--- src/rtl/fd1p3_reg_bank.sv ---
// fd1p3_reg_bank: a bank of WIDTH independent enable flops with byte-lane write enables.
// Each bit is a preset-type or clear-type flop, chosen by its INIT_VAL bit.
// All bits share the clock, the asynchronous active-high reset, the global
// sample enable SP and the per-byte lane enables BE.
// Optional build macro FD1P3_UPD_FLAG_EN adds the registered load-done pulse upd_o.
// When the macro is undefined, the upd_o port and all of its logic are absent.
module fd1p3_reg_bank #(
    parameter int                WIDTH    = 32,
    parameter logic [255:0]      INIT_VAL = 256'b0,
    localparam int               NLANE    = (WIDTH + 7) / 8
) (
    input  logic                 CK,
    input  logic                 RST,
    input  logic [WIDTH-1:0]     D,
    input  logic                 SP,
    input  logic [NLANE-1:0]     BE,
    output logic [WIDTH-1:0]     Q
`ifdef FD1P3_UPD_FLAG_EN
    ,
    output logic                 upd_o
`endif
);

    // Only the low WIDTH bits of INIT_VAL are used.
    // A 1 bit makes that flop preset-type; a 0 bit makes it clear-type.
    localparam logic [WIDTH-1:0] INIT_W = INIT_VAL[WIDTH-1:0];

    generate
        if (WIDTH < 1 || WIDTH > 256) begin : g_bad_width
            $error("fd1p3_reg_bank: WIDTH must be in 1..256");
        end
    endgenerate

    logic [WIDTH-1:0] lane_mask;
    logic [WIDTH-1:0] q_d;
    logic [WIDTH-1:0] q_q;

    // Expand byte-lane enables to a per-bit mask.
    // In the top lane, bits at or above WIDTH do not exist, so that lane is clipped naturally.
    always_comb begin
        lane_mask = '0;
        for (int i = 0; i < WIDTH; i++) begin
            lane_mask[i] = BE[i / 8];
        end
    end

    // Next state: enabled bits take D, all other bits hold.
    // When SP is low, every bit holds regardless of BE.
    always_comb begin
        q_d = q_q;
        if (SP) begin
            q_d = (D & lane_mask) | (q_q & ~lane_mask);
        end
    end

    // Data register.
    // The asynchronous reset loads each bit's preset or clear value immediately.
    always_ff @(posedge CK or posedge RST) begin
        if (RST) begin
            q_q <= INIT_W;
        end else begin
            q_q <= q_d;
        end
    end

    assign Q = q_q;

`ifdef FD1P3_UPD_FLAG_EN
    logic upd_d;
    logic upd_q;

    // A load occurs when sampling is enabled and at least one lane is enabled.
    always_comb begin
        upd_d = SP & (|BE);
    end

    // The load-done flag is registered alongside the data.
    // It stays high across back-to-back loads.
    always_ff @(posedge CK or posedge RST) begin
        if (RST) begin
            upd_q <= 1'b0;
        end else begin
            upd_q <= upd_d;
        end
    end

    assign upd_o = upd_q;
`endif

endmodule

--- config.mk ---
export PLATFORM = sky130hd
export DESIGN_NAME = fd1p3_reg_bank
export DESIGN_NICKNAME = d
export VERILOG_FILES = /design/src/rtl/fd1p3_reg_bank.sv
export SDC_FILE = /design/constraint.sdc
export NUM_CORES = 1
export LEC_CHECK = 0
export ABC_AREA = 1
export CORE_ASPECT_RATIO = 1.25
export CORE_UTILIZATION = 41
export CTS_BUF_LIST = sky130_fd_sc_hd__clkbuf_16
export DETAILED_ROUTE_END_ITERATION = 8
export MAX_ROUTING_LAYER = met4
export PLACE_DENSITY = 0.84
export SYNTH_ARGS = -nofsm -noshare
export SYNTH_HDL_FRONTEND = slang
export SYNTH_SLANG_ARGS = --single-unit
--- constraint.sdc ---
create_clock -name CK -period 1.35 [get_ports CK]
set_input_delay 0.3375 -clock CK [delete_from_list [all_inputs] [get_ports CK]]
set_output_delay 0.3375 -clock CK [all_outputs]
set_load 0.1 [all_outputs]
==> results.yml <==
# implementation run metrics
logic_synthesis:
  ys_types: 6
  ff_type: "dfrtp_1"
  synth.top_cells.by_count: "nand2_1, dfrtp_1, nand3_1, buf_4"
  syn-cell-area_um2: 1280
  synth-compound-area-share_pct: 0
  top_logic_kind: "simple AND/OR/NAND/NOR gates"
  edf_count: 0
  synth.mux.area_fraction_pct: 0
  synthAdderAreaFrac_pct: 0
setup_path:
  startpoint: "SP"
  cp.depth: 5
  slowest_stage: "clkdlybuf4s50_1"
  crit_family: "buffers and inverters"
  worstSetupStartpointType: "input pin"
  critical_path_class: "in2reg"
  critPathMaxStageDelay_ns: 0.46
  cp.required_ns: 1.51
  path_cells: "clkdlybuf4s50_1 -> buf_4 -> nand2_1 -> nand2_1 -> nand2_1"
drt:
  first_pass_iters: 4
final_layout:
  comb_share_pct: 16.5
  inverters_excl_clock: 1
  clock_buffer_count: 5
  design_area_um2: 2510
  ff_latch_area_um2: 801
  antenna_cells: 0
grt:
  grt_busiest_layer: "met2"
  grt_overflow: 0
die:
  die-width_um: 52.1
  die_area_um2: 3360
  num_tap_cells: 36
  rows: 22
clock_network:
  clk_latency_ns: 0.28
  cts_buffers: 5
  ctsLongestPathBuffers: 2
  hold_buffers: 0
  ctsRootBufferMaster: "clkbuf_16"
place:
  io_buffer_count: 70
power_and_ir_drop:
  power.switching_uw: 1630
  vdd_drop_max_v: 0.00116
  seqPwrFrac_pct: 30.6
sta:
  clock_skew_ns: 0
  tightest_slew_ns: 0.286
outcome:
  status: "finished, final reports clean"
### Ports around the boundary

Drawn at 6 px/um. Pins as bars across the die edge, other pins in gray.
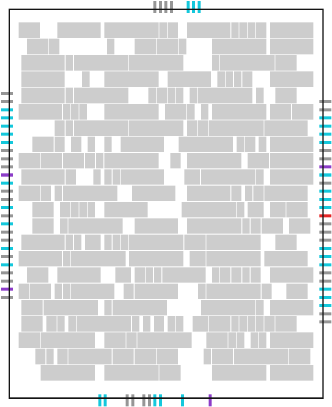
[SP] red | pins: 1 | direction: input | edge: right
[Q] cyan | pins: 32 | direction: output | edge: 14 right, 10 left, 5 bottom, 3 top
[BE] purple | pins: 4 | direction: input | edge: 2 left, 1 right, 1 bottom
all pins by edge: 28 right, 26 left, 10 bottom, 7 top

### Metal 1

Drawn at 10 px/um. Supply wires on this layer in gray.
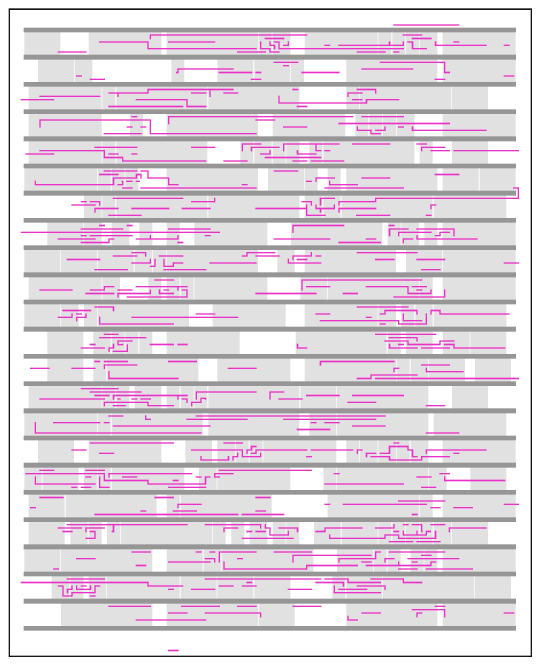
main direction: horizontal
share of all routed wire: 36%
nets with wire on the layer: 206
longest straight run: 19.8 um
wire length on this layer: 1440 um

### Wiring by layer

Drawn at 8 px/um. Two of the layers only.
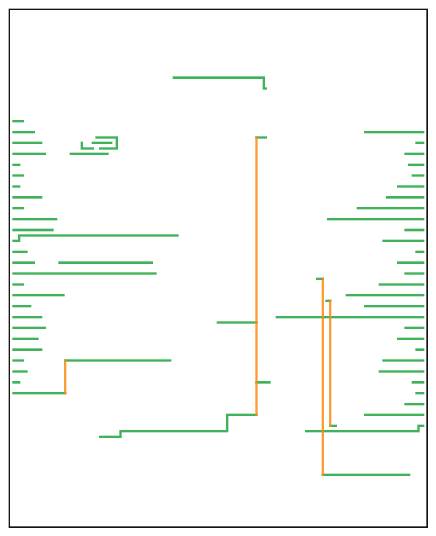
[metal 4] orange | wire length: 78.9 um
[metal 3] green | wire length: 337 um

### Track usage over the die

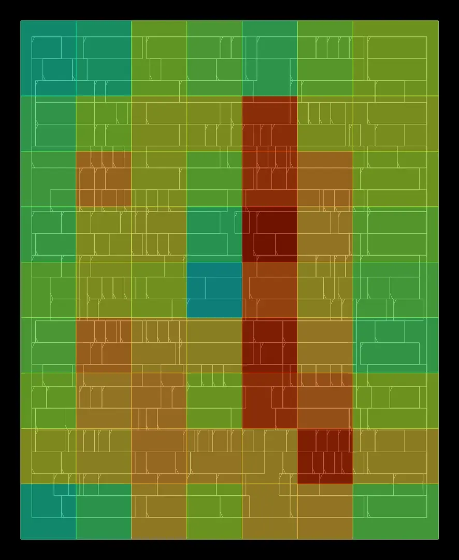
GR Util met1: 28.1%
WL/cell: 15.4 um
met2 usage: 46.3%

